`src/rtl/prbs31_pkg.sv`:
```
// Shared types and constants for the PRBS31 sequencer and its LFSR instances.
package prbs31_pkg;

    typedef enum logic [1:0] {
        ST_IDLE   = 2'd0,
        ST_SYNC   = 2'd1,
        ST_LOCKED = 2'd2
    } state_t;

    typedef enum logic [1:0] {
        CMD_NOP       = 2'd0,
        CMD_LOAD_SEED = 2'd1,
        CMD_START     = 2'd2,
        CMD_STOP      = 2'd3
    } cmd_t;

    // x^31 + x^28 + 1 expressed as state bit positions
    localparam int PRBS_TAP_HI = 30;
    localparam int PRBS_TAP_LO = 27;

    localparam logic [30:0] FALLBACK_SEED = 31'h7FFF_FFFF;

    // An all-zero LFSR state never leaves zero, so substitute the fallback
    function automatic logic [30:0] effective_seed(input logic [30:0] seed);
        return (seed == '0) ? FALLBACK_SEED : seed;
    endfunction

endpackage

```
`src/rtl/prbs31_lfsr.sv`:
```
// 31-bit PRBS31 shift register; shared by the pattern generator and the checker.
module prbs31_lfsr
    import prbs31_pkg::*;
(
    input  logic        clk,
    input  logic        rst_n,
    input  logic        load,
    input  logic [30:0] load_val,
    input  logic        step,
    input  logic        inject_sel,
    input  logic        inject_bit,
    output logic [30:0] state,
    output logic        next_bit
);

    assign next_bit = state[PRBS_TAP_HI] ^ state[PRBS_TAP_LO];

    // inject_sel lets the checker shift in the received bit instead of its own prediction
    always_ff @(posedge clk or negedge rst_n) begin
        if (!rst_n) begin
            state <= '0;
        end else if (load) begin
            state <= load_val;
        end else if (step) begin
            state <= {state[29:0], (inject_sel ? inject_bit : next_bit)};
        end
    end

endmodule

```
`src/rtl/prbs31_seq_ctrl.sv`:
```
// Command-driven PRBS31 sequencer: seed loading, pattern generation and a
// self-synchronising checker with lock/loss tracking and a saturating error count.
module prbs31_seq_ctrl
    import prbs31_pkg::*;
#(
    parameter int LOCK_BITS = 32,
    parameter int LOSS_BITS = 4
) (
    input  logic       clk,
    input  logic       rst_n,
    input  logic       ena,
    input  logic       cmd_valid,
    input  logic [1:0] cmd,
    input  logic [7:0] seed_byte,
    input  logic       rx_bit,
    output logic       tx_bit,
    output logic       busy,
    output logic       locked,
    output logic [7:0] err_count
);

    state_t      state_q, state_d;
    cmd_t        cmd_code;
    logic [31:0] seed_q;
    logic [30:0] start_seed;
    logic [4:0]  fill_cnt;
    logic [7:0]  match_cnt;
    logic [3:0]  miss_cnt;
    logic        gen_load, gen_step, gen_bit;
    logic        chk_step, chk_inject_rx, chk_bit;
    logic        do_start, do_stop, do_load_seed;
    logic        fill_full, rx_match, lock_hit, loss_hit;
    logic [30:0] unused_gen_state, unused_chk_state;
    logic        unused_seed_msb;

    assign cmd_code        = cmd_t'(cmd);
    assign start_seed      = effective_seed(seed_q[30:0]);
    assign unused_seed_msb = seed_q[31];
    assign fill_full       = (fill_cnt == 5'd31);
    assign rx_match        = (rx_bit == chk_bit);
    assign lock_hit        = (state_q == ST_SYNC) && fill_full && rx_match
                             && (match_cnt == 8'(LOCK_BITS - 1));
    assign loss_hit        = (state_q == ST_LOCKED) && !rx_match
                             && (miss_cnt == 4'(LOSS_BITS - 1));
    assign busy            = (state_q != ST_IDLE);
    assign locked          = (state_q == ST_LOCKED);

    prbs31_lfsr u_gen (
        .clk        (clk),
        .rst_n      (rst_n),
        .load       (gen_load),
        .load_val   (start_seed),
        .step       (gen_step),
        .inject_sel (1'b0),
        .inject_bit (1'b0),
        .state      (unused_gen_state),
        .next_bit   (gen_bit)
    );

    prbs31_lfsr u_chk (
        .clk        (clk),
        .rst_n      (rst_n),
        .load       (1'b0),
        .load_val   (31'd0),
        .step       (chk_step),
        .inject_sel (chk_inject_rx),
        .inject_bit (rx_bit),
        .state      (unused_chk_state),
        .next_bit   (chk_bit)
    );

    always_ff @(posedge clk or negedge rst_n) begin
        if (!rst_n) begin
            state_q <= ST_IDLE;
        end else begin
            state_q <= state_d;
        end
    end

    // START/STOP take priority over any lock or loss decision in the same cycle
    always_comb begin
        state_d       = state_q;
        do_start      = 1'b0;
        do_stop       = 1'b0;
        do_load_seed  = 1'b0;
        gen_load      = 1'b0;
        gen_step      = 1'b0;
        chk_step      = 1'b0;
        chk_inject_rx = 1'b0;
        if (ena) begin
            do_load_seed = cmd_valid && (cmd_code == CMD_LOAD_SEED);
            if (cmd_valid && (cmd_code == CMD_START)) begin
                do_start = 1'b1;
                gen_load = 1'b1;
                state_d  = ST_SYNC;
            end else if (cmd_valid && (cmd_code == CMD_STOP)) begin
                do_stop = 1'b1;
                state_d = ST_IDLE;
            end else if (state_q != ST_IDLE) begin
                gen_step      = 1'b1;
                chk_step      = 1'b1;
                chk_inject_rx = (state_q == ST_SYNC);
                if (lock_hit) begin
                    state_d = ST_LOCKED;
                end else if (loss_hit) begin
                    state_d = ST_SYNC;
                end
            end
        end
    end

    // In SYNC mismatches only restart the match run; the fill count is kept
    always_ff @(posedge clk or negedge rst_n) begin
        if (!rst_n) begin
            seed_q    <= '0;
            fill_cnt  <= '0;
            match_cnt <= '0;
            miss_cnt  <= '0;
            err_count <= '0;
            tx_bit    <= 1'b0;
        end else begin
            if (do_load_seed) begin
                seed_q <= {seed_q[23:0], seed_byte};
            end
            if (do_start) begin
                err_count <= '0;
                fill_cnt  <= '0;
                match_cnt <= '0;
                miss_cnt  <= '0;
                tx_bit    <= 1'b0;
            end else if (do_stop) begin
                tx_bit <= 1'b0;
            end else if (gen_step) begin
                tx_bit <= gen_bit;
                if (state_q == ST_SYNC) begin
                    if (!fill_full) begin
                        fill_cnt <= fill_cnt + 5'd1;
                    end else if (rx_match) begin
                        match_cnt <= match_cnt + 8'd1;
                    end else begin
                        match_cnt <= '0;
                    end
                end else begin
                    if (!rx_match && (err_count != 8'hFF)) begin
                        err_count <= err_count + 8'd1;
                    end
                    if (loss_hit) begin
                        fill_cnt  <= '0;
                        match_cnt <= '0;
                        miss_cnt  <= '0;
                    end else if (!rx_match) begin
                        miss_cnt <= miss_cnt + 4'd1;
                    end else begin
                        miss_cnt <= '0;
                    end
                end
            end
        end
    end

endmodule

```
`config.mk`:
```
export PLATFORM = sky130hd
export DESIGN_NAME = prbs31_seq_ctrl
export DESIGN_NICKNAME = d
export VERILOG_FILES = /design/src/rtl/prbs31_pkg.sv /design/src/rtl/prbs31_lfsr.sv /design/src/rtl/prbs31_seq_ctrl.sv
export SDC_FILE = /design/constraint.sdc
export NUM_CORES = 1
export LEC_CHECK = 0
export CAP_MARGIN = 20
export CORE_UTILIZATION = 40
export CTS_BUF_LIST = sky130_fd_sc_hd__clkbuf_16
export CTS_CLUSTER_DIAMETER = 60
export DETAILED_ROUTE_END_ITERATION = 8
export SYNTH_ARGS = -nofsm -noshare
export SYNTH_HDL_FRONTEND = slang
export SYNTH_SLANG_ARGS = --single-unit
export TNS_END_PERCENT = 30
```
`constraint.sdc`:
```
create_clock -name clk -period 3.8 [get_ports clk]
set_input_delay 0.76 -clock clk [delete_from_list [all_inputs] [get_ports clk]]
set_output_delay 0.76 -clock clk [all_outputs]
set_load 0.02 [all_outputs]
```
Figure 1. Congestion heat map.
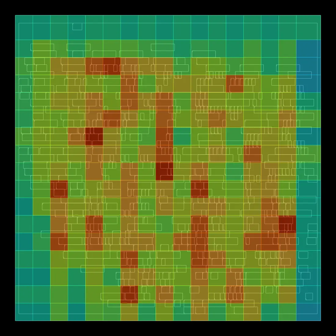
WL/cell: 15.1 microns
fraction of met1 tracks used by global routing: 0.241
final core utilization: 0.491
met2 Resource Use GR: 0.274

Figure 2. Placed cells, one color a class.
Drawn at 4 px/micron. Fill, decap, tap and diode cells in gray.
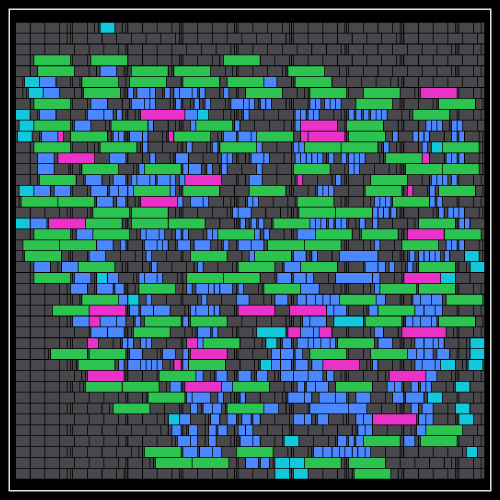
remaining buffers and delay cells -> cyan  # cells 34
clock drivers and dummy loads -> magenta  # cells 32
registers -> green  # cells 121
remaining logic cells -> blue  # cells 403

Figure 3. Supply network.
Drawn at 4 px/micron. Pins as bars on the die edge. Tap cells in gray.
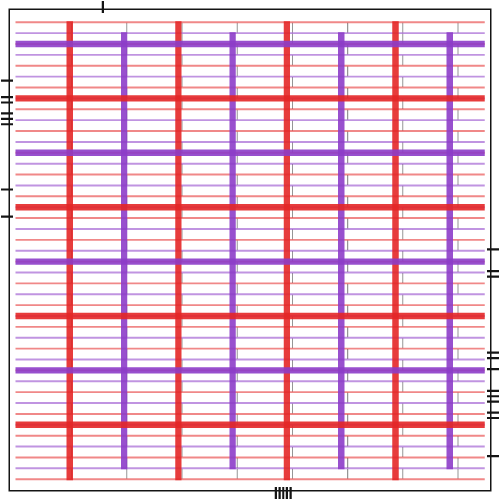
VDD -> purple
VSS -> red
met4 straps = 8
rows = 42
met1 rails = 43

==> run notes <==
Implementation numbers.

- The post-place instance area reads 5990 sq um.
- The type of origin of the critical path reads a flop.
- The compound-cell area share of the yosys netlist reads 0.121.
- Post-synthesis, Yosys gives the total cell area as 5570 sq um.
- The count of cell instances traversed by the critical path is 3.
- The largest non-sequential cell family by area is simple AND/OR/NAND/NOR gates.
- The pre-placement core utilization reads 0.416.
- The pin count of the biggest net entering global routing reads 67.
- By area the synthesized netlist is led by sky130_fd_sc_hd__dfrtp_1 54%, sky130_fd_sc_hd__nand2_1 11%, sky130_fd_sc_hd__mux2_2 6.5%.
- The cell count after synthesis came out at 555.
- The total overflow reported by the global router is 0.
- According to the timing report, the arrival time at the worst endpoint equals 1950 ps.
- The cell area after synthesis reads 5570 sq um.
- The nature of the critical path endpoint reads an output pin.
- The flow ran to the end, and the final reports show no timing, DRC or antenna violations.
- The sum of met3 wire segment lengths after detailed routing reads 360 microns.
- The time the worst path needs with I/O delays and setup is 2710 ps.
- Dividing the synthesized area by the synthesized cell count gives 10.0 sq um.
- The critical path goes through nor2_1, inv_1, clkdlybuf4s50_1.
- The number of hold buffers added after cts reads 0.
- For flop-to-flop paths, the worst setup slack is 1560 ps.
- Among all stages on the critical path, the largest delay is contributed by sky130_fd_sc_hd__clkdlybuf4s50_1.
- The timing report attributes the biggest portion of critical-path delay to buffers and inverters.
- The clock tree synthesis step divided the H-tree into 4 levels.
- Across all hold checks on the routed design, the worst slack comes to 341 ps.
- The multiplexer share of the synthesized area reads 0.0683.
- Counting along the longest clock path gives a buffer depth of 2.
- The number of cells in the finished layout apart from fillers reads 766.
- The final layout reports a setup TNS of 0 ps.
- The critical path in this run is classified as flop to output pin.
- The worst voltage drop across the vdd grid reads 0.418 mV.
- After detailed routing, the number of remaining DRC violations is 0.
- The dominant cell type by area after synthesis reads sky130_fd_sc_hd__dfrtp_1.
- The post-layout worst setup margin reads 1090 ps.
- The most common flop cell mapped by yosys is sky130_fd_sc_hd__dfrtp_1.
- The met1 routed wirelength after detailed routing is 5490 microns.
- The multi-input combinational cell area reads 2380 sq um.
- The worst hold-check path type is input pin to async pin.
- The root buffer cell chosen for the clock tree is sky130_fd_sc_hd__clkbuf_16.
- The number of cell instances after yosys synthesis is 555.
- The top contributor to total power reads sequential cells.
- The worst setup path endpoint reads busy.
- At the end of the flow, the number of nets in the layout was 597.
- The top-level port count is 26.
- The final worst-path cycle share is 0.713.
- The wire-length estimate of the detail-placed layout is 7350 microns.
- The highest routing layer actually used reads met4.
- The via count of the first global-routing pass reads 4053.
- The first global-routing pass estimated 20200 microns of wire.
- The Yosys warning count reads 0.
- The die is 120 microns wide.
- The area fraction in full adders, half adders and majority gates reads 0.0112.
- Pins over their slew limit in the final report were tallied at 0.
- The final weighted congestion in routability-driven placement is 0.823.
- The synthesis-to-layout area growth is 18.1%.
- The proportion of layout cells with a drive suffix above 1 is 0.136.
- The number of buffer cells added on primary ports reads 25.
- The cell-mix breakdown from Yosys lists the simple-gate area share as 0.213.
- The static leakage reads 3.04 nW.
- The sequential share of power reads 0.463.
- The startpoint identified for the worst register-to-register timing path is miss_cnt[0].
- The global routing's busiest layer reads met2.
- In this run the standard cell core region covers 13400 sq um.
- The launch point of the critical path was reported as state_q[1].
- The total track usage reads 0.180.
- The number of instances in the placed design reads 734.
- The critical path buffer and inverter count reads 2.
- The report counts max-capacitance violations totalling 0.
- The met2 layer wire length in the routed design is 5550 microns.
- The internal power contribution reads 2.93 mW.
- The combinational power share reads 0.145.
- The area taken by flip-flops and latches reads 3030 sq um.
- The violation count after the first detailed-route iteration is 339.
- The die extent in y reads 120 microns.
- The TritonCTS clock tree reads done.
- The fill cell total of the finished layout is 1225.
- Once layout is done, the placed cells without fillers occupy 6580 sq um.
- The number of cells on the worst reg-to-reg path is 5.
- The overall power after layout reads 4.04 mW.
- The remaining max-slew budget at the tightest pin is 0.423.
- In this run the power density over the cells is 614 nW/um^2.
- The clock skew is 11.4 ps.
- The area share of xor/xnor cells in the synthesized design reads 0.0124.
- The clock latency at the later pin of the worst-skew pair is 420 ps.
## layout by cell type (no fill, tap or decap), types with 3 or more instances in the layout
master / synthesis / layout
sky130_fd_sc_hd__clkbuf_16: 0 / 17
sky130_fd_sc_hd__dfrtp_1: 121 / 121
sky130_fd_sc_hd__bufinv_16: 0 / 3
sky130_fd_sc_hd__nor4_1: 10 / 10
sky130_fd_sc_hd__nor2_1: 35 / 34
sky130_fd_sc_hd__clkinvlp_4: 0 / 3
sky130_fd_sc_hd__ha_1: 5 / 5
sky130_fd_sc_hd__nand2_1: 164 / 163
sky130_fd_sc_hd__clkinv_1: 0 / 3
sky130_fd_sc_hd__clkinv_2: 0 / 3
sky130_fd_sc_hd__nand3_1: 9 / 9
sky130_fd_sc_hd__nor3_1: 8 / 8
sky130_fd_sc_hd__nand2b_1: 6 / 6
sky130_fd_sc_hd__buf_4: 0 / 8
sky130_fd_sc_hd__o31ai_1: 5 / 5
sky130_fd_sc_hd__a32oi_1: 31 / 31
sky130_fd_sc_hd__or4_1: 4 / 4
sky130_fd_sc_hd__clkdlybuf4s50_1: 0 / 24
sky130_fd_sc_hd__a21oi_1: 10 / 10
sky130_fd_sc_hd__mux2_2: 32 / 32
sky130_fd_sc_hd__o21ai_0: 14 / 14
sky130_fd_sc_hd__a211o_1: 4 / 4
sky130_fd_sc_hd__a22o_1: 4 / 4
sky130_fd_sc_hd__and3_1: 8 / 8
sky130_fd_sc_hd__inv_1: 6 / 7
sky130_fd_sc_hd__nand4_1: 6 / 6
## final cells by class
class	count	area share
multi-input combinational	397	0.362
timing repair buffer	34	0.0517
clock inverter	15	0.0243
tap	176	0.0335
sequential	121	0.460
clock buffer	17	0.0647
inverter	6	0.00342
Power is estimated from default activity; no workload was simulated.
